## config.mk

```make
export PLATFORM = sky130hd
export DESIGN_NAME = pe_border_serial_flat
export DESIGN_NICKNAME = d
export VERILOG_FILES = /design/src/rtl/pe_border_serial_if.sv /design/src/rtl/pe_border_serial.sv /design/src/flat_wrapper.sv
export SDC_FILE = /design/constraint.sdc
export NUM_CORES = 1
export LEC_CHECK = 0
export CORE_ASPECT_RATIO = 0.6
export CORE_UTILIZATION = 59
export DETAILED_ROUTE_END_ITERATION = 8
export GPL_TIMING_DRIVEN = 0
export PLACE_DENSITY = 0.93
export SLEW_MARGIN = 30
export SYNTH_ARGS = -nofsm -noshare
export SYNTH_HDL_FRONTEND = slang
export SYNTH_SLANG_ARGS = --single-unit
```

## constraint.sdc

```tcl
create_clock -name clk -period 16.1 [get_ports clk]
set_clock_uncertainty 0.1 [all_clocks]
set_input_delay 1.61 -clock clk [delete_from_list [all_inputs] [get_ports clk]]
set_output_delay 1.61 -clock clk [all_outputs]
set_load 0.005 [all_outputs]
```

## src/rtl/pe_border_serial_if.sv

```systemverilog
// Bus bundle for the border PE: operand/control inputs and forwarded/result outputs.
// When PE_BORDER_SAT_EN is defined the bundle also carries sat_flag.
interface pe_border_serial_if #(
  parameter int IWIDTH = 8,
  parameter int IDEPTH = 4,
  parameter int OWIDTH = 24
);
  logic              en_i, clr_i, en_w, clr_w, en_o, clr_o, signed_mode;
  logic [IWIDTH-1:0] ifm, wght;
  logic [OWIDTH-1:0] ofm;
  logic [IWIDTH-1:0] ifm_d, wght_d;
  logic [OWIDTH-1:0] ofm_d;
  logic [IDEPTH-1:0] idx_d;
  logic              en_i_d, clr_i_d, en_w_d, clr_w_d, en_o_d, clr_o_d;
  logic              busy, mac_done;
`ifdef PE_BORDER_SAT_EN
  logic              sat_flag;
`endif

  modport master (
`ifdef PE_BORDER_SAT_EN
    input  sat_flag,
`endif
    output en_i, clr_i, en_w, clr_w, en_o, clr_o, signed_mode, ifm, wght, ofm,
    input  ifm_d, wght_d, ofm_d, idx_d, en_i_d, clr_i_d, en_w_d, clr_w_d,
    input  en_o_d, clr_o_d, busy, mac_done
  );

  modport slave (
`ifdef PE_BORDER_SAT_EN
    output sat_flag,
`endif
    input  en_i, clr_i, en_w, clr_w, en_o, clr_o, signed_mode, ifm, wght, ofm,
    output ifm_d, wght_d, ofm_d, idx_d, en_i_d, clr_i_d, en_w_d, clr_w_d,
    output en_o_d, clr_o_d, busy, mac_done
  );
endinterface

```

## src/rtl/pe_border_serial.sv

```systemverilog
// Left-column systolic PE: digit-serial shift-add multiply (BPC bits/cycle) then accumulate.
// Optional PE_BORDER_SAT_EN: saturating accumulate with a sat_flag pulse.
module pe_border_serial #(
  parameter int IWIDTH = 8,
  parameter int BPC    = 1,
  parameter int IDEPTH = 4,
  parameter int OWIDTH = 24
) (
  input  logic               clk,
  input  logic               rst,
  pe_border_serial_if.slave  bus
);
  localparam int N  = IWIDTH / BPC;
  localparam int PW = 2 * IWIDTH;

  typedef enum logic [1:0] {S_IDLE, S_MUL, S_ACC} state_t;

  state_t            r_state, w_state_next;
  logic [IWIDTH-1:0] r_ifm, r_wght, r_a, r_b;
  logic              r_sgn;
  logic [PW-1:0]     r_prod;
  logic [IDEPTH-1:0] r_cnt, r_idx;
  logic [OWIDTH-1:0] r_ofm;
  logic              r_done, r_sat;
  logic [5:0]        r_ctl;

  logic              w_last, w_dneg, w_sat;
  logic [IWIDTH-1:0] w_bsh;
  logic [BPC-1:0]    w_digit;
  logic [PW-1:0]     w_a_ext, w_d_ext, w_mul, w_pp;
  logic [OWIDTH-1:0] w_prod_ext, w_sum;

  assign w_last  = (r_cnt == IDEPTH'(N - 1));
  assign w_bsh   = r_b >> (r_cnt * BPC);
  assign w_digit = w_bsh[BPC-1:0];
  // In signed mode the top multiplier digit is itself signed, giving the MSB weight -2^(IWIDTH-1).
  assign w_dneg  = r_sgn & w_last & w_digit[BPC-1];
  assign w_a_ext = {{IWIDTH{r_sgn & r_a[IWIDTH-1]}}, r_a};
  assign w_d_ext = {{(PW-BPC){w_dneg}}, w_digit};
  assign w_mul   = w_a_ext * w_d_ext;
  assign w_pp    = w_mul << (r_cnt * BPC);

  assign w_prod_ext = r_sgn ? OWIDTH'($signed(r_prod)) : OWIDTH'(r_prod);

`ifdef PE_BORDER_SAT_EN
  logic [OWIDTH:0] w_sum_wide;
  always_comb begin
    w_sum_wide = r_sgn ? ({bus.ofm[OWIDTH-1], bus.ofm} + {w_prod_ext[OWIDTH-1], w_prod_ext})
                       : ({1'b0, bus.ofm} + {1'b0, w_prod_ext});
    w_sat      = r_sgn ? (w_sum_wide[OWIDTH] ^ w_sum_wide[OWIDTH-1]) : w_sum_wide[OWIDTH];
    w_sum      = w_sum_wide[OWIDTH-1:0];
    if (w_sat) begin
      if (!r_sgn)                  w_sum = '1;
      else if (w_sum_wide[OWIDTH]) w_sum = {1'b1, {(OWIDTH-1){1'b0}}};
      else                         w_sum = {1'b0, {(OWIDTH-1){1'b1}}};
    end
  end
  assign bus.sat_flag = r_sat;
`else
  assign w_sum = bus.ofm + w_prod_ext;
  assign w_sat = 1'b0;
`endif

  always_comb begin
    w_state_next = r_state;
    case (r_state)
      S_IDLE:  if (bus.en_o) w_state_next = S_MUL;
      S_MUL:   if (w_last)   w_state_next = S_ACC;
      S_ACC:                 w_state_next = S_IDLE;
      default:               w_state_next = S_IDLE;
    endcase
    if (bus.clr_o) w_state_next = S_IDLE;
  end

  always_ff @(posedge clk or posedge rst) begin
    if (rst) r_state <= S_IDLE;
    else     r_state <= w_state_next;
  end

  always_ff @(posedge clk or posedge rst) begin
    if (rst) begin
      r_ifm <= '0; r_wght <= '0; r_a <= '0; r_b <= '0; r_sgn <= 1'b0;
      r_prod <= '0; r_cnt <= '0; r_idx <= '0; r_ofm <= '0;
      r_done <= 1'b0; r_sat <= 1'b0; r_ctl <= '0;
    end else begin
      r_ctl  <= {bus.en_i, bus.clr_i, bus.en_w, bus.clr_w, bus.en_o, bus.clr_o};
      if (bus.clr_i)     r_ifm  <= '0;
      else if (bus.en_i) r_ifm  <= bus.ifm;
      if (bus.clr_w)     r_wght <= '0;
      else if (bus.en_w) r_wght <= bus.wght;
      r_done <= 1'b0;
      r_sat  <= 1'b0;
      if (bus.clr_o) begin
        r_ofm  <= '0;
        r_prod <= '0;
        r_cnt  <= '0;
      end else begin
        case (r_state)
          S_IDLE: if (bus.en_o) begin
            r_a    <= r_ifm;
            r_b    <= r_wght;
            r_sgn  <= bus.signed_mode;
            r_prod <= '0;
            r_cnt  <= '0;
          end
          S_MUL: begin
            r_prod <= r_prod + w_pp;
            r_idx  <= r_cnt;
            r_cnt  <= r_cnt + 1'b1;
          end
          S_ACC: begin
            r_ofm  <= w_sum;
            r_done <= 1'b1;
            r_sat  <= w_sat;
          end
          default: ;
        endcase
      end
    end
  end

  assign bus.ifm_d    = r_ifm;
  assign bus.wght_d   = r_wght;
  assign bus.ofm_d    = r_ofm;
  assign bus.idx_d    = r_idx;
  assign bus.busy     = (r_state == S_MUL);
  assign bus.mac_done = r_done;
  assign {bus.en_i_d, bus.clr_i_d, bus.en_w_d, bus.clr_w_d, bus.en_o_d, bus.clr_o_d} = r_ctl;
endmodule

```

## src/flat_wrapper.sv

```systemverilog
// flat-port wrapper written by rule: the top's interface ports become plain ports
module pe_border_serial_flat 
#(
  parameter int IWIDTH = 8,
  parameter int BPC    = 1,
  parameter int IDEPTH = 4,
  parameter int OWIDTH = 24
)
  (clk, rst, bus_en_i, bus_clr_i, bus_en_w, bus_clr_w, bus_en_o, bus_clr_o, bus_signed_mode, bus_ifm, bus_wght, bus_ofm, bus_ifm_d, bus_wght_d, bus_ofm_d, bus_idx_d, bus_en_i_d, bus_clr_i_d, bus_en_w_d, bus_clr_w_d, bus_en_o_d, bus_clr_o_d, bus_busy, bus_mac_done);
  pe_border_serial_if #(.IWIDTH(IWIDTH), .IDEPTH(IDEPTH), .OWIDTH(OWIDTH)) bus_i ();
  input  logic clk;
  input  logic rst;
  input wire logic [$bits(bus_i.en_i)-1:0] bus_en_i;
  input wire logic [$bits(bus_i.clr_i)-1:0] bus_clr_i;
  input wire logic [$bits(bus_i.en_w)-1:0] bus_en_w;
  input wire logic [$bits(bus_i.clr_w)-1:0] bus_clr_w;
  input wire logic [$bits(bus_i.en_o)-1:0] bus_en_o;
  input wire logic [$bits(bus_i.clr_o)-1:0] bus_clr_o;
  input wire logic [$bits(bus_i.signed_mode)-1:0] bus_signed_mode;
  input wire logic [$bits(bus_i.ifm)-1:0] bus_ifm;
  input wire logic [$bits(bus_i.wght)-1:0] bus_wght;
  input wire logic [$bits(bus_i.ofm)-1:0] bus_ofm;
  output wire logic [$bits(bus_i.ifm_d)-1:0] bus_ifm_d;
  output wire logic [$bits(bus_i.wght_d)-1:0] bus_wght_d;
  output wire logic [$bits(bus_i.ofm_d)-1:0] bus_ofm_d;
  output wire logic [$bits(bus_i.idx_d)-1:0] bus_idx_d;
  output wire logic [$bits(bus_i.en_i_d)-1:0] bus_en_i_d;
  output wire logic [$bits(bus_i.clr_i_d)-1:0] bus_clr_i_d;
  output wire logic [$bits(bus_i.en_w_d)-1:0] bus_en_w_d;
  output wire logic [$bits(bus_i.clr_w_d)-1:0] bus_clr_w_d;
  output wire logic [$bits(bus_i.en_o_d)-1:0] bus_en_o_d;
  output wire logic [$bits(bus_i.clr_o_d)-1:0] bus_clr_o_d;
  output wire logic [$bits(bus_i.busy)-1:0] bus_busy;
  output wire logic [$bits(bus_i.mac_done)-1:0] bus_mac_done;
  assign bus_i.en_i = bus_en_i;
  assign bus_i.clr_i = bus_clr_i;
  assign bus_i.en_w = bus_en_w;
  assign bus_i.clr_w = bus_clr_w;
  assign bus_i.en_o = bus_en_o;
  assign bus_i.clr_o = bus_clr_o;
  assign bus_i.signed_mode = bus_signed_mode;
  assign bus_i.ifm = bus_ifm;
  assign bus_i.wght = bus_wght;
  assign bus_i.ofm = bus_ofm;
  assign bus_ifm_d = bus_i.ifm_d;
  assign bus_wght_d = bus_i.wght_d;
  assign bus_ofm_d = bus_i.ofm_d;
  assign bus_idx_d = bus_i.idx_d;
  assign bus_en_i_d = bus_i.en_i_d;
  assign bus_clr_i_d = bus_i.clr_i_d;
  assign bus_en_w_d = bus_i.en_w_d;
  assign bus_clr_w_d = bus_i.clr_w_d;
  assign bus_en_o_d = bus_i.en_o_d;
  assign bus_clr_o_d = bus_i.clr_o_d;
  assign bus_busy = bus_i.busy;
  assign bus_mac_done = bus_i.mac_done;
  pe_border_serial #(.IWIDTH(IWIDTH), .BPC(BPC), .IDEPTH(IDEPTH), .OWIDTH(OWIDTH)) u_core (.clk(clk), .rst(rst), .bus(bus_i));
endmodule
```

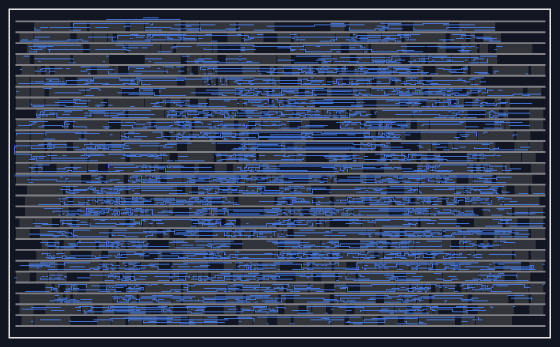
*The metal 1 layer*
Drawn at 4 px/um. Supply wires on this layer in grey. Cells faint in the background.
The layer carries 8430 um of wire. The longest straight run is 35.4 um. The layer holds 46% of the routed length. 828 nets have wire on it. The wires run mostly horizontal.
DRT Wirelength: 18200 um
Vias: 5840

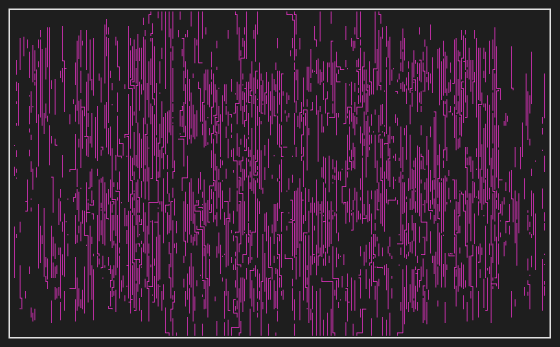
*Metal 2*
Drawn at 4 px/um.
The wires run mostly vertical. The longest straight run is 27.2 um.
met2 Use GR: 50.9%

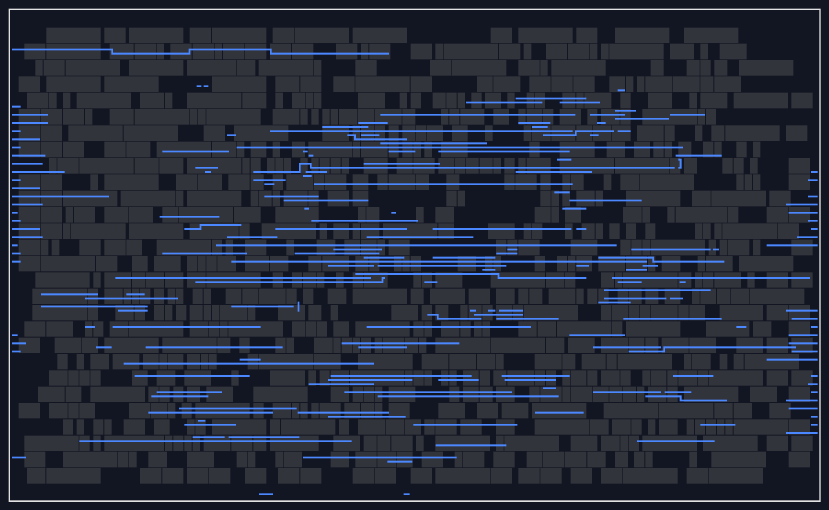
*Metal 3*
Drawn at 6 px/um. Cells faint in the background.
The layer carries 2050 um of wire. The longest straight run is 74.1 um. 158 nets have wire on it. The wires run mostly horizontal.
GR Util met3: 10.9%

==> impl_metrics.py <==
# Flow results
metrics = {
    "run": {
        "maxCapViolCount": 0,
    },
    "clock_tree": {
        "insertion_delay_ns": 0.35,
        "clkTransAtPathRegs_ns": 0.08,
        "cts_tree": "done",
        "cts-htree-levels": 3,
        "cts_root_buf": "clkbuf_16",
        "clock_sinks": 90,
        "cts-hold-fix-buffers": 0,
        "cts.repair.resized": 0,
        "numCtsBuffers": 9,
    },
    "timing": {
        "rsz0062_at_grt": "no",
        "finalCritPeriodShare_pct": 47.9,
        "drv_slew": 0,
        "worst_pin_slew_ns": 0.854,
        "setup_violations": 0,
        "fin_setup_tns_ns": 0,
        "hold_ws_ns": 0.386,
        "max_slew_margin_pct": 41.6,
        "min_period_ns": 7.70,
    },
    "final_layout": {
        "area_delta_synth_final_pct": 24.2,
        "fin_nets": 900,
        "drive_above_1_share_pct": 7.39,
        "n_antenna_cell": 0,
    },
    "floorplan": {
        "die-height_um": 81.7,
        "core-area_um2": 10100,
        "io_pins": 101,
        "die_area_um2": 11000,
        "row_count": 28,
    },
    "power_and_ir_drop": {
        "seq_power_uw": 249,
        "p_leak_nw": 3.61,
        "max-vdd-ir-drop_mv": 0.0567,
        "power.switching_uw": 167,
        "clk-power_uw": 210,
        "clkPwrFrac_pct": 37.5,
        "power_leader": "sequential cells",
        "p_int_uw": 394,
        "powerComb_uw": 102,
        "sequentialPowerShare_pct": 44.4,
        "combPwrFrac_pct": 18.1,
        "swShare_pct": 29.7,
    },
    "synth": {
        "yosysUniqueCellTypes": 62,
        "fp_nets": 788,
        "synth_chip_area_um2": 6250,
        "flop_cell": "dfrtp_1",
        "synth-seq-cells": 90,
        "syn_inst": 681,
        "synth_top_area_share_pct": 36.0,
        "top_area_cell": "dfrtp_1",
        "yosys-top-cells-count": "90 x dfrtp_1, 68 x nand2_1, 62 x nor2_1",
        "top_cell": "dfrtp_1",
        "ys_cells": 681,
        "top_cells_by_area": "dfrtp_1 36%, ha_1 11%, o21ai_0 4.4%",
        "ys_seq_share_pct": 36.0,
    },
    "worst_setup_path": {
        "critPathMaxStageDelay_ns": 0.49,
        "startpoint": "u_core.r_cnt[0]",
        "slowest_stage": "xor2_1",
        "reg2reg_depth": 28,
        "cp_max_fo": 10,
        "reg2reg_slack_ns": 8.40,
        "endpoint": "u_core.r_prod[15]",
        "cpMostUsedCell": "a21oi_1",
        "crit_type": "reg2reg",
        "r2r_start": "u_core.r_cnt[0]",
        "crit_arrival_ns": 7.87,
    },
    "placement": {
        "port_buffers": 100,
        "dpl.hpwl_um": 14400,
        "gp_congestion": 0.912,
    },
    "global_routing": {
        "grt_use_total_pct": 34.7,
        "grt_pass1_vias": 5636,
        "gr-total-overflow": 0,
        "antenna_found_initial": 0,
        "grt_max_degree": 49,
    },
    "route": {
        "drt_iter0_drc": 612,
        "viasPerCell": 6.26,
        "drc": 0,
        "postRouteAntennaNets": 0,
    },
    "min_path": {
        "min-delay-path-class": "reg2reg",
    },
    "outcome": {
        "status": "finished clean",
    },
}
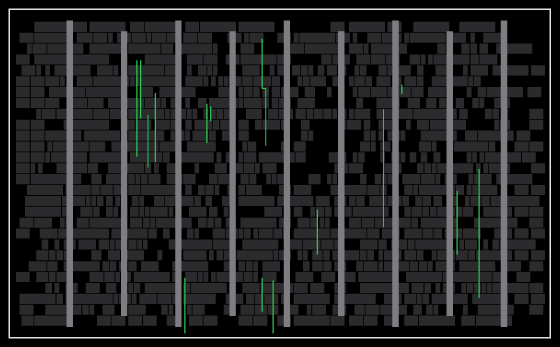
*The metal 4 layer*
Drawn at 4 px/um. Supply wires on this layer in grey. Cells faint in the background.
14 nets have wire on it. The longest straight run is 32.0 um.

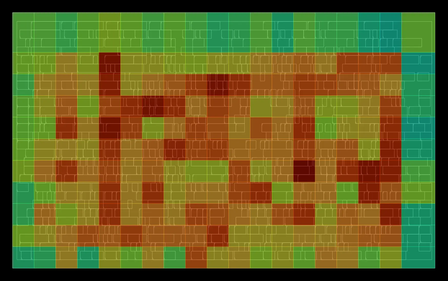
*Track usage over the die*
Top Usage Layer GRT: met2
Layout Utilization: 76.9%
routed len/inst: 19.5 um

==> registers in the layout (all words and copies together), names as in the netlist <==
signal               flops
u_core.r_state           2
u_core.bus.mac_done      1
u_core.r_b               8
u_core.bus.ofm_d        24
u_core.r_prod           16
u_core.r_ctl             6
u_core.bus.wght_d        8
u_core.r_a               8
u_core.r_cnt             4
u_core.bus.ifm_d         8
u_core.r_sgn             1
u_core.bus.idx_d         4
==> worst max-delay path, delay by kind of cell, from the launching register on <==
kind	cells	cell delay (ns)
xor gates and xnor gates	2	0.70
DFF	1	0.40
muxes	3	0.64
adders and majority gates	4	1.47
AOI/OAI and AO/OA	11	2.31
buffers and inverters	4	0.85
and+or+nand+nor	4	1.15
==> per-layer routing <==
metal | wire length (um) | vias to the layer above | global-route usage (%)
li1 | - | 2683 | -
met1 | 8430 | 2788 | 49.8
met2 | 7440 | 336 | 50.9
met3 | 2050 | 33 | 10.9
met4 | 232 | 0 | 7.75
met5 | 0 | - | 0
==> area by class of cell <==
class | count | area (um2)
multi-input cells | 542 | 3830
plain buffers | 28 | 108
clock inverters | 7 | 68.8
clock buffers | 9 | 225
fillers | 683 | 2330
well taps | 135 | 169
repair buffers | 101 | 1030
inverters | 21 | 83.8
flip-flops and latches | 90 | 2250
==> how the worst min path moves through the flow <==
stage                     cells after the start                   to  slack (ns)                start
after floorplan                               2  u_core.bus.idx_d[2]        0.37  u_core.bus.idx_d[2]
after global placement                        2  u_core.bus.idx_d[2]        0.36  u_core.bus.idx_d[2]
after detailed placement                      2  u_core.bus.ofm_d[8]        0.37  u_core.bus.ofm_d[8]
after CTS                                     2  u_core.bus.ofm_d[8]        0.39  u_core.bus.ofm_d[8]
after global routing                          2  u_core.bus.ofm_d[8]        0.41  u_core.bus.ofm_d[8]
final                                         2  u_core.bus.ofm_d[8]        0.39  u_core.bus.ofm_d[8]
==> placed cells by master (no fill, tap or decap), drive strengths merged, types with 18 or more instances in the layout <==
master / n
clkdlybuf4s50: 100
dfrtp: 90
nand2: 68
nor2: 62
o21ai: 62
ha: 54
a21oi: 43
clkbuf: 30
inv: 25
mux2i: 24
mux2: 20
xor2: 18
nor3: 18
==> metrics by stage <==
stage,cells,instance area (um2),power (mW),utilization (%)
2_1_floorplan,681,6250,0.307,-
3_3_place_gp,916,7420,0.344,73.5
4_1_cts,933,7760,0.559,76.9
3_5_place_dp,917,7470,0.352,74.0
5_1_grt,933,7760,0.581,76.9
6_report,933,7760,0.560,76.9
==> cells by family (layout without fill, tap and decap cells) <==
| group | count (synthesis) | after routing | share of synthesized area (%) |
|---|---|---|---|
| AND-OR/OR-AND | 190 | 190 | 19.9 |
| XOR/XNOR | 34 | 34 | 4.76 |
| adder cells (fa/ha/maj) | 58 | 58 | 12.1 |
| buffers and inverters | 49 | 166 | 2.98 |
| flip-flops | 90 | 90 | 36.0 |
| multiplexers | 46 | 46 | 8.17 |
| AND/OR/NAND/NOR | 214 | 214 | 16.1 |
Power figures rest on the tool's default switching activity, not on a simulated workload.
